File: config.mk
export PLATFORM = sky130hd
export DESIGN_NAME = if_id_queue
export DESIGN_NICKNAME = d
export VERILOG_FILES = /design/src/rtl/if_pkg.sv /design/src/rtl/if_id_queue.sv
export SDC_FILE = /design/constraint.sdc
export NUM_CORES = 1
export LEC_CHECK = 0
export CELL_PAD_IN_SITES_DETAIL_PLACEMENT = 1
export CELL_PAD_IN_SITES_GLOBAL_PLACEMENT = 1
export CORE_MARGIN = 4
export CORE_UTILIZATION = 45
export DETAILED_ROUTE_END_ITERATION = 10
export PLACE_DENSITY = 0.87
export SETUP_SLACK_MARGIN = 0.2
export SLEW_MARGIN = 0
export SYNTH_ARGS = -nofsm -noshare
export SYNTH_HDL_FRONTEND = slang
export SYNTH_SLANG_ARGS = --single-unit
File: constraint.sdc
create_clock -name clk -period 17.63 [get_ports clk]
set_input_delay 1.763 -clock clk [delete_from_list [all_inputs] [get_ports clk]]
set_output_delay 1.763 -clock clk [all_outputs]
set_load 0.005 [all_outputs]
File: src/rtl/if_pkg.sv
// Shared fetch/decode types: instruction and address widths, the NOP word and the
// buffered fetch entry consumed by decode.
package if_pkg;

  localparam int unsigned INSTR_W = 32;
  localparam int unsigned ADDR_W  = 32;

  localparam logic [ADDR_W-1:0]  PC_STEP   = 32'd4;
  localparam logic [INSTR_W-1:0] NOP_INSTR = 32'h0000_0000;

  typedef struct packed {
    logic [INSTR_W-1:0] instn;
    logic [ADDR_W-1:0]  pc;
    logic [ADDR_W-1:0]  nextpc;
  } if_id_entry_t;

endpackage

File: src/rtl/if_id_queue.sv
// Fetch-to-decode FIFO with registered full stall, first-word fall-through head output
// and a single-cycle flush that discards all wrong-path entries.
module if_id_queue
  import if_pkg::*;
#(
  parameter int unsigned        DEPTH = 2,
  parameter logic [INSTR_W-1:0] NOP   = NOP_INSTR
) (
  input  logic                     clk,
  input  logic                     reset,
  input  logic                     in_valid,
  input  logic [INSTR_W-1:0]       in_instn,
  input  logic [ADDR_W-1:0]        in_pc,
  output logic                     stall_flag,
  output logic                     out_valid,
  output logic [INSTR_W-1:0]       out_instn,
  output logic [ADDR_W-1:0]        out_pc,
  output logic [ADDR_W-1:0]        out_nextpc,
  input  logic                     out_ready,
  input  logic                     flush,
  output logic [$clog2(DEPTH):0]   count
);

  localparam int unsigned PtrW = $clog2(DEPTH);
  localparam int unsigned CntW = PtrW + 1;
  localparam logic [CntW-1:0] FullCnt = CntW'(DEPTH);

  if_id_entry_t    mem_q [DEPTH];
  if_id_entry_t    head;
  logic [PtrW-1:0] wr_ptr_q, wr_ptr_d;
  logic [PtrW-1:0] rd_ptr_q, rd_ptr_d;
  logic [CntW-1:0] count_q, count_d;
  logic            stall_q, stall_d;
  logic            push, pop;

  assign out_valid = (count_q != '0);
  assign push      = in_valid & ~stall_q;
  assign pop       = out_valid & out_ready;

  always_comb begin
    wr_ptr_d = wr_ptr_q;
    rd_ptr_d = rd_ptr_q;
    count_d  = count_q;
    if (flush) begin
      // Flush wins: same-cycle push is dropped and pop is not a handshake.
      wr_ptr_d = '0;
      rd_ptr_d = '0;
      count_d  = '0;
    end else begin
      if (push) wr_ptr_d = wr_ptr_q + PtrW'(1);
      if (pop)  rd_ptr_d = rd_ptr_q + PtrW'(1);
      unique case ({push, pop})
        2'b10:   count_d = count_q + CntW'(1);
        2'b01:   count_d = count_q - CntW'(1);
        default: count_d = count_q;
      endcase
    end
    stall_d = (count_d == FullCnt);
  end

  always_ff @(posedge clk or negedge reset) begin
    if (!reset) begin
      wr_ptr_q <= '0;
      rd_ptr_q <= '0;
      count_q  <= '0;
      stall_q  <= 1'b0;
    end else begin
      wr_ptr_q <= wr_ptr_d;
      rd_ptr_q <= rd_ptr_d;
      count_q  <= count_d;
      stall_q  <= stall_d;
    end
  end

  // Storage needs no reset; occupancy alone decides what is visible.
  always_ff @(posedge clk) begin
    if (push && !flush) begin
      mem_q[wr_ptr_q] <= '{instn: in_instn, pc: in_pc, nextpc: in_pc + PC_STEP};
    end
  end

  always_comb begin
    head = mem_q[rd_ptr_q];
    if (out_valid) begin
      out_instn  = head.instn;
      out_pc     = head.pc;
      out_nextpc = head.nextpc;
    end else begin
      out_instn  = NOP;
      out_pc     = '0;
      out_nextpc = '0;
    end
  end

  assign stall_flag = stall_q;
  assign count      = count_q;

endmodule

**Run 1: clock routing**

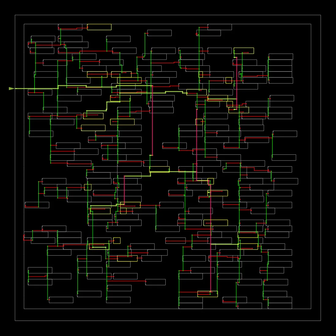
clk pwr: 0.000417 W
clock buffers: 17
worst skew pair latency: 430 ps
CTS Buf Count: 17

**Run 1: cell sizes after repair**

The bar under the picture is 50 µm long.
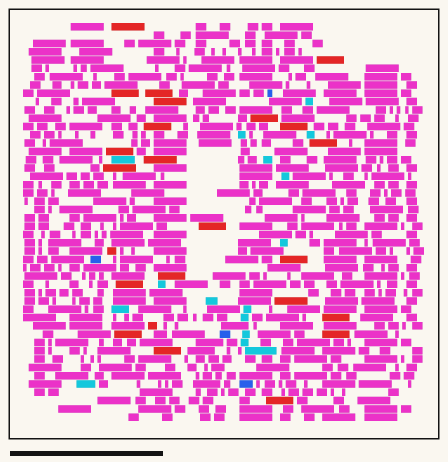
- red: _6 and larger (cells 24; most used clkbuf_16)
- cyan: _3 and _4 cells (cells 16; most used buf_4)
- magenta: _0 and _1 cells (cells 637; most used edfxtp_1)
- blue: _2 cells (cells 4)

**Run 1: the metal 4 layer**

Supply wires on this layer in grey.
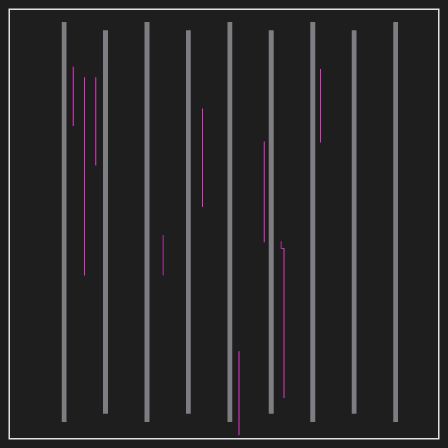
- nets with wire on the layer: 6
- share of all routed wire: 1.5%
- wire length on this layer: 293 µm
- longest straight run: 64.6 µm

**Run 1: sequential cells grouped by signal name**

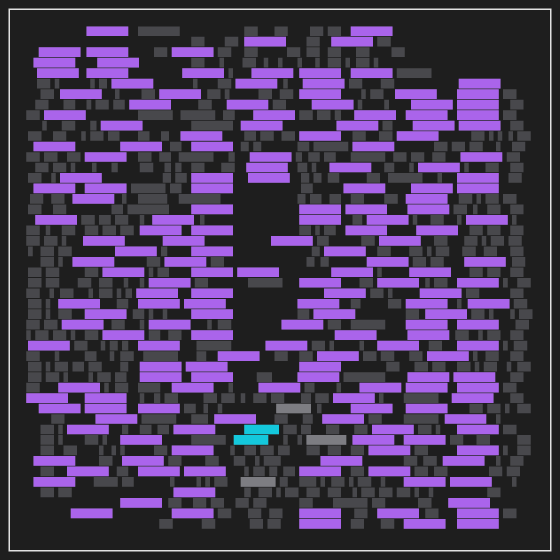
- purple: `mem_q` (placed flops 188; where all over the die)
- cyan: `count` (placed flops 2)
- not coloured: 3

==> GITHUB_STEP_SUMMARY, run 1 <==
### Flow metrics

| Metric | Value |
|---|---|
| Outcome | `finished, final reports clean` |
| Multi-In Gates | `roughly 280` |
| Setup ws final | `12650 ps` |
| Ports | `169` |
| Routed wl met3 | `approximately 1100 µm` |
| RSZ-0062 raised after global routing | `false` |
| YS chip area | `about 0.0079 mm²` |
| Critical path class | `reg -> out` |
| Total number of vias | `4761` |
| Most used logic cell in the final layout | `edfxtp_1` |
| Worst slew margin | `0.312` |
| Cells in synth_stat.txt | `around 500` |
| NumNets Final | `741` |
| Hold_ws | `640 ps` |
| Log Warnings | `26` |
| Layout cells sized above 1 | `0.0646` |
| Crit path required time | `around 16000 ps` |
| Peak supply drop | `0.0735 mV` |
| Yosys cell types | `28` |
| Fill cell count | `1600` |
| Combinational share of cell area | `0.190` |
| Worst-path clk slew | `70 ps` |
| Gp weighted congestion | `0.802` |
| Metal2 WL | `about 10000 µm` |
| # Post-CTS Setup Buffers | `0` |
| Rows | `48` |
| Die height | `140 µm` |
| Logic family by area | `multiplexers` |
| Number of sequential cells | `193` |
| Resize count post-CTS | `0` |
| Met1 Wirelength | `8040 µm` |
| Antenna Nets Post-Route | `0` |
| Kind of end point of the critical path | `primary output` |
| Aggregate global-route resource usage | `0.198` |
| Initial antenna violation count | `0` |
| Avg WL per Cell | `21.1 µm` |
| Pleak | `3.40 nW` |
| Simple-gate portion of the synthesized area | `0.0901` |
## run 1: report_power, final
part,switching [W],internal [W],total (W)
clock network,0.000166,0.000251,0.000417
registers,0.0000371,0.000561,0.000598
logic,0.000237,0.000279,0.000517
## run 1: flip-flops by register name (all words and copies together), names as in the netlist
signal and cells:
mem_q 188, wr_ptr_q 1, rd_ptr_q 1, stall_flag 1, count 2
## run 1: synth_stat cells
library cell	n	area share
edfxtp_1	188	0.72
nor2_1	104	0.050
mux2i_1	94	0.12
xnor2_1	25	0.028
nand2_1	11	0.0053
buf_2	10	0.0064
nand3_1	10	0.0064
xor2_1	8	0.0089
nand4_1	7	0.0056
buf_1	6	0.0029
clkbuf_1	6	0.0029
dfrtp_1	5	0.016
and3_1	4	0.0032
buf_4	3	0.0029
nor3_1	3	0.0019
and4_1	2	0.0022
ha_1	2	0.0032
inv_1	2	0.00096
nand4b_1	2	0.0022
nor4_1	2	0.0016
and2_1	1	0.00080
nand2b_1	1	0.00080
nand3_2	1	0.0013
nand3_4	1	0.0022
nor3_4	1	0.0021
nor3b_1	1	0.00096
nor4_4	1	0.0027
or4b_1	1	0.0013
## run 1: final timing paths
| kind | start | end | slack [ps] | cells past startpoint |
|---|---|---|---|---|
| hold / removal | wr_ptr_q | wr_ptr_q | 640 | 2 |
| setup / recovery | rd_ptr_q | out_pc[15] | 12650 | 4 |
| setup reg to reg | count[1] | stall_flag | 15140 | 7 |
| hold reg to reg | wr_ptr_q | wr_ptr_q | 640 | 2 |
| max in group asynchronous | reset | rd_ptr_q | 15850 | 1 |
| min in group asynchronous | reset | wr_ptr_q | 1560 | 1 |
## run 1: metal layers
layer	GRT usage	up-vias
li1	-	2181
met2	0.332	168
met5	0	-
met3	0.0505	22
met1	0.255	2390
met4	0.0586	0
==> run 2, diff against run 1 <==
--- a/config.mk
+++ b/config.mk
@@ -8,9 +8,9 @@
 export CELL_PAD_IN_SITES_DETAIL_PLACEMENT = 1
 export CELL_PAD_IN_SITES_GLOBAL_PLACEMENT = 1
 export CORE_MARGIN = 4
-export CORE_UTILIZATION = 45
+export CORE_UTILIZATION = 42
 export DETAILED_ROUTE_END_ITERATION = 10
-export PLACE_DENSITY = 0.87
+export PLACE_DENSITY = 0.82
 export SETUP_SLACK_MARGIN = 0.2
 export SLEW_MARGIN = 0
 export SYNTH_ARGS = -nofsm -noshare
==> constraint.sdc (replaced) <==
create_clock -name clk -period 4.9 [get_ports clk]
set_input_delay 0.49 -clock clk [delete_from_list [all_inputs] [get_ports clk]]
set_output_delay 0.49 -clock clk [all_outputs]
set_load 0.005 [all_outputs]
==> run 2 against run 1 <==
  * Combinational power increased to 3.6 times the previous value
  * Area after synthesis unchanged
  * Via count decreased by 0.13%
  * Critical path type unchanged
  * Critical endpoint is now out_pc[19]
==> GITHUB_STEP_SUMMARY, run 2 <==
### Flow metrics

| Metric | Value |
|---|---|
| Yosys cell types | `28 (unchanged)` |
| Resize count post-CTS | `0 (unchanged)` |
| Antenna Nets Post-Route | `0 (unchanged)` |
| CTS Buf Count | `17 (unchanged)` |
| Combinational share of cell area | `0.191 (+0.000811)` |
| Fill cell count | `1690 (+5.6%)` |
| # Post-CTS Setup Buffers | `0 (unchanged)` |
| Total number of vias | `4755 (-0.13%)` |
| Initial antenna violation count | `0 (unchanged)` |
| Ports | `169 (unchanged)` |
| Log Warnings | `26 (unchanged)` |
| Top cells by count | `edfxtp_1, nor2_1, mux2i_1, xnor2_1, nand2_1` |
| Top-count cell post-synth | `edfxtp_1` |
| Worst slew margin | `0.238 (-0.0739)` |
| Post-synth EDFFs | `188 (unchanged)` |
| Kind of end point of the critical path | `primary output` |
| Pleak | `3.41 nW (+0.42%)` |
| Most used logic cell in the final layout | `edfxtp_1` |
| Setup ws final | `1550 ps (-11110 ps)` |
| Critical path class | `reg -> out` |
| Met1 Wirelength | `7390 µm (-8.1%)` |
| YS chip area | `0.00786 mm² (unchanged)` |
| RSZ-0062 raised after global routing | `false` |
| NumNets Final | `741 (unchanged)` |
| Largest register by flop count | `mem_q` |
| Cells in synth_stat.txt | `502 (unchanged)` |
| Rows | `49 (+2.1%)` |
| Die height | `145 µm (+3.3%)` |
| Worst-path clk slew | `70 ps (about the same)` |
| Worst skew pair latency | `420 ps (about the same)` |
| Routed wl met3 | `1100 µm (+1.5%)` |
| Power Density | `524 mW/mm²` |
| Reg2Reg Setup Slack | `2320 ps (-12820 ps)` |
| Synth area leaders | `edfxtp_1, mux2i_1, nor2_1` |
| Cell taking the most area after synthesis | `edfxtp_1` |
| Avg WL per Cell | `20.4 µm (-3.4%)` |
| Outcome | `finished, final reports clean` |
| Peak supply drop | `0.315 mV (+330%)` |
## run 2: cell counts after synthesis
Identical to the previous run, type by type.
## run 2: cells by family after synthesis
logic type / count (synthesis) / synth area share
DFF: 193 / 0.734
adders and majority gates: 2 / 0.00318
and+or+nand+nor: 153 / 0.0901
buffers and inverters: 27 / 0.0159
muxes: 94 / 0.120
xor gates and xnor gates: 33 / 0.0368
## run 2: worst max-delay path: stages, from the launching register on
cell and delay, ps:
dfrtp_1 460, nor2_4 880, buf_4 460, nor2_1 120, clkdlybuf4s50_1 480
## run 2: path summary, 6_finish.rpt
| path | start | endpoint | cells after the start |
|---|---|---|---|
| worst max-delay path | count[0] | out_pc[19] | 4 |
| max in group asynchronous | reset | rd_ptr_q | 1 |
| worst min register to register | wr_ptr_q | wr_ptr_q | 2 |
| worst min-delay path | reset | stall_flag | 1 |
| worst max register to register | count[0] | stall_flag | 7 |
| min in group clk | in_instn[27] | mem_q[0][91] | 1 |
## run 2: layer usage
metal,global-route usage,vias to the layer above
met5,0,-
met4,0.0511,0
met3,0.0417,19
met2,0.325,160
met1,0.223,2396
li1,-,2180
## run 2: where the power goes
part | total (W) | internal (W) | switching (W)
clock | 0.00144 | 0.000851 | 0.000588
combinational | 0.00188 | 0.00102 | 0.000858
sequential | 0.00215 | 0.00202 | 0.000133
total | 0.00547 | 0.00389 | 0.00158
## run 2: stage by stage
stage               utilization  hold WS [ps]  cells  instance area [µm²]  total power (W)
floorplan                     -           194    502                 7880          0.00300
global placement          0.539           603    880                 9810          0.00403
detailed placement        0.539           656    880                 9810          0.00409
CTS                       0.573           281    912                10400          0.00555
global route              0.573           287    912                10400          0.00576
finish                    0.573           295    912                10400          0.00547
**Run 2: sequential cells grouped by signal name**

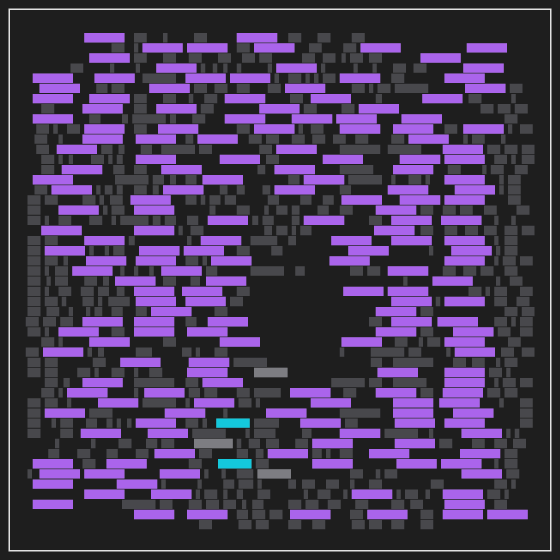
- purple: `mem_q` (placed flops 188; where all over the die)
- cyan: `count` (placed flops 2)
- not coloured: 3

**Run 2: cell sizes after repair**

The bar under the picture is 50 µm long.
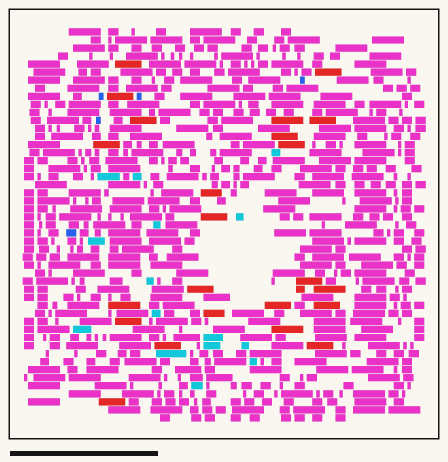
- blue: _2 cells (cells 5; most used clkinv_2)
- red: _6 and larger (cells 24; most used clkbuf_16)
- cyan: _3 and _4 cells (cells 15; most used buf_4)
- magenta: _0 and _1 cells (cells 639; most used edfxtp_1)

**Run 2: the metal 4 layer**

Supply wires on this layer in grey.
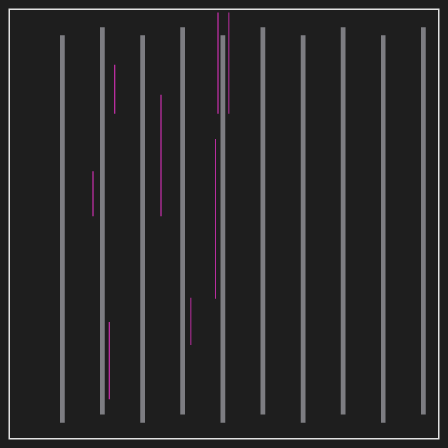
- main direction: vertical
- longest straight run: 53.7 µm
- nets with wire on the layer: 5

==> run 3, diff against run 2 <==
--- a/config.mk
+++ b/config.mk
@@ -8,9 +8,9 @@
 export CELL_PAD_IN_SITES_DETAIL_PLACEMENT = 1
 export CELL_PAD_IN_SITES_GLOBAL_PLACEMENT = 1
 export CORE_MARGIN = 4
-export CORE_UTILIZATION = 42
+export CORE_UTILIZATION = 38
 export DETAILED_ROUTE_END_ITERATION = 10
-export PLACE_DENSITY = 0.82
+export PLACE_DENSITY = 0.78
 export SETUP_SLACK_MARGIN = 0.2
 export SLEW_MARGIN = 0
 export SYNTH_ARGS = -nofsm -noshare
==> constraint.sdc (replaced) <==
create_clock -name clk -period 2.8 [get_ports clk]
set_input_delay 0.28 -clock clk [delete_from_list [all_inputs] [get_ports clk]]
set_output_delay 0.28 -clock clk [all_outputs]
set_load 0.005 [all_outputs]
==> run 3 against run 2 <==
  * Wire length shrank 1.2%
  * Critical path depth is the same
  * Clock-buffer cell count unchanged
  * Total power is 76% higher
  * Global-route usage fell by 2.3 points
  * Sequential share of layout area down 0.79 points
  * Critical path type unchanged
==> GITHUB_STEP_SUMMARY, run 3 <==
### Flow metrics

| Metric | Value |
|---|---|
| Worst slew margin | `0.664 (+0.426)` |
| Antenna Nets Post-Route | `0 (unchanged)` |
| Met1 Wirelength | `7900 µm (+6.8%)` |
| Worst-path clk slew | `70 ps (about the same)` |
| Met3 Track Usage GR | `0.0375 (-0.00419)` |
| Power Density | `908 mW/mm² (+73%)` |
| CTS Buf Count | `17 (unchanged)` |
| Synth area leaders | `edfxtp_1, mux2i_1, nor2_1` |
| DP Area | `0.00997 mm² (+1.6%)` |
| Setup ws final | `366 ps (-1180 ps)` |
| Rows | `52 (+6.1%)` |
| M2 GR Usage | `0.275 (-0.0509)` |
| Hold_ws | `76.3 ps (-218 ps)` |
| FA/HA/MAJ Cells, Area Fraction | `0.00318 (unchanged)` |
| Top-count cell post-synth | `edfxtp_1` |
| Resize count post-CTS | `0 (unchanged)` |
| Cells in synth_stat.txt | `502 (unchanged)` |
| Ports | `169 (unchanged)` |
| Routed wl met3 | `867 µm (-21%)` |
| Most used logic cell in the final layout | `edfxtp_1` |
| YS chip area | `0.00786 mm² (unchanged)` |
| Avg WL per Cell | `19.2 µm (-6.1%)` |
| Finished Cell Area | `0.0106 mm² (+1.5%)` |
| Initial antenna violation count | `0 (unchanged)` |
| NumNets Final | `748 (+0.94%)` |
| Critical path class | `reg -> out` |
| Outcome | `finished, final reports clean` |
| Die height | `152 µm (+4.8%)` |
| Pleak | `3.45 nW (+1.2%)` |
| RSZ-0062 raised after global routing | `false` |
| Final cell utilization of the core | `0.521 (-0.0515)` |
| CP max-delay cell | `dfrtp_4` |
| Logic family by area | `multiplexers` |
| Worst-path cell chain | `buf_12 > mux2i_1 > nor2_1 > clkdlybuf4s50_1` |
run 3: cell counts after synthesis:
No cell type changed its count.
run 3: through the flow:
step           power, W  cells  TNS [ps]
2_1_floorplan   0.00525    502    -94120
3_3_place_gp    0.00720    927         0
3_5_place_dp    0.00729    927         0
4_1_cts         0.00975    960         0
5_1_grt          0.0101    960         0
6_report        0.00961    960         0
run 3: cells by family after synthesis:
kind of cell,count (synthesis)
xor+xnor,33
fa+ha+maj,2
buf+inv,27
flops,193
mux,94
simple gates,153
run 3: final timing paths:
check                             startpoint            end  slack [ps]  cells after the start
worst min register to register      wr_ptr_q       wr_ptr_q         650                      2
min in group clk                in_instn[31]   mem_q[0][95]         430                      1
max in group asynchronous              reset       rd_ptr_q        2510                      1
worst max-delay path                rd_ptr_q  out_nextpc[0]         370                      4
worst min-delay path                   reset     stall_flag          80                      1
worst max register to register      count[1]     stall_flag         690                      8
run 3: critical path, delay by kind of cell, from the launching register on:
kind	cells	cell delay (ps)
buffers and inverters	2	740
DFF	1	620
muxes	1	260
and+or+nand+nor	1	80
run 3: area by class of cell:
class | instances | area (µm²)
inverter | 2 | 7.51
multi-input combinational | 282 | 2000
sequential | 193 | 5770
fill | 2001 | 9720
clock buffer | 17 | 425
timing repair buffer | 181 | 1860
clock inverter | 15 | 173
tap | 270 | 338
run 3: timing repair:
action | in CTS | in global routing
endpoints found under the setup margin | 9 | 0
buffers inserted | 1 | 0
hold endpoints to repair | 0 | 0
run 3: report_power, final:
| group | switching, W | internal [W] | total, W |
|---|---|---|---|
| clock network | 0.00115 | 0.00128 | 0.00243 |
| logic | 0.00163 | 0.00188 | 0.00351 |
| registers | 0.000144 | 0.00353 | 0.00367 |
| total | 0.00293 | 0.00668 | 0.00961 |
**Run 3: clock routing**

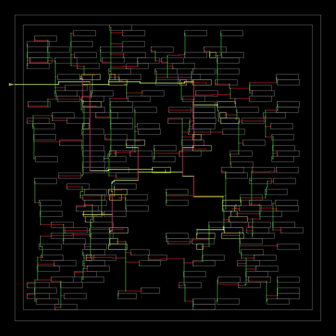
Sink Count: 193
number of sequential cells: 193
clk pwr: 0.00243 W
Setup Skew: 8.56 ps

**Run 3: the metal 4 layer**

Supply wires on this layer in grey.
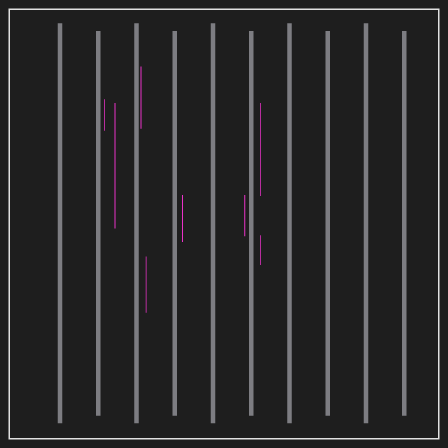
- nets with wire on the layer: 3
- longest straight run: 44.2 µm

**Run 3: cell sizes after repair**

The bar under the picture is 50 µm long.
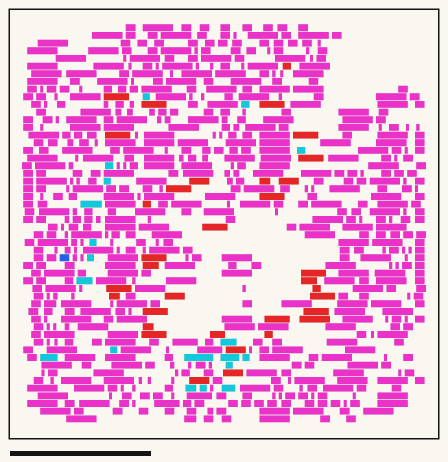
- blue: _2 cells (cells 1; most used nand3_2)
- magenta: _0 and _1 cells (cells 636; most used edfxtp_1)
- cyan: _3 and _4 cells (cells 19; most used buf_4)
- red: _6 and larger (cells 34; most used clkbuf_16)


==> gallery <==
Clock network drawn from the DEF.
The bar under the picture is 50 µm long.
picture 1
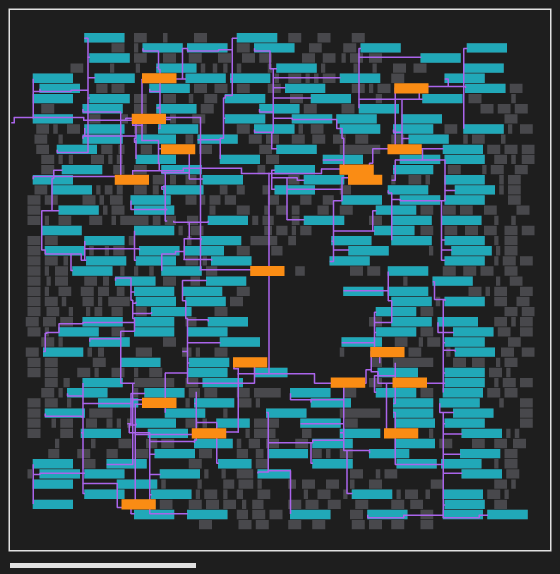
picture 2
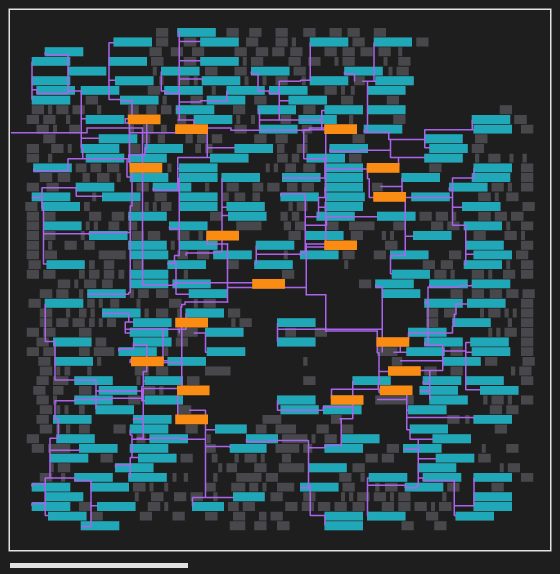
picture 3
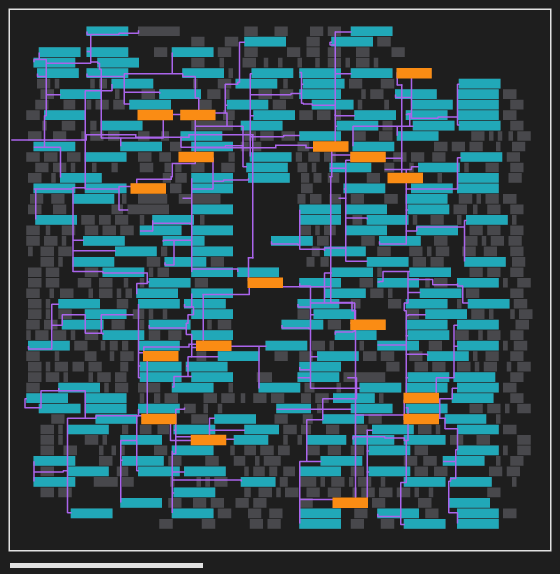
Run 3 is picture 2.
Run 1 is picture 3.
Run 2 is picture 1.

Key to picture 3:
- cyan: flip-flops (count 193)
- purple: clock wires (length 2180 µm)
- orange: clock drivers (count 17)
- flops lie: all over the die

No activity file was given, so power comes from the tool's default toggle rates.
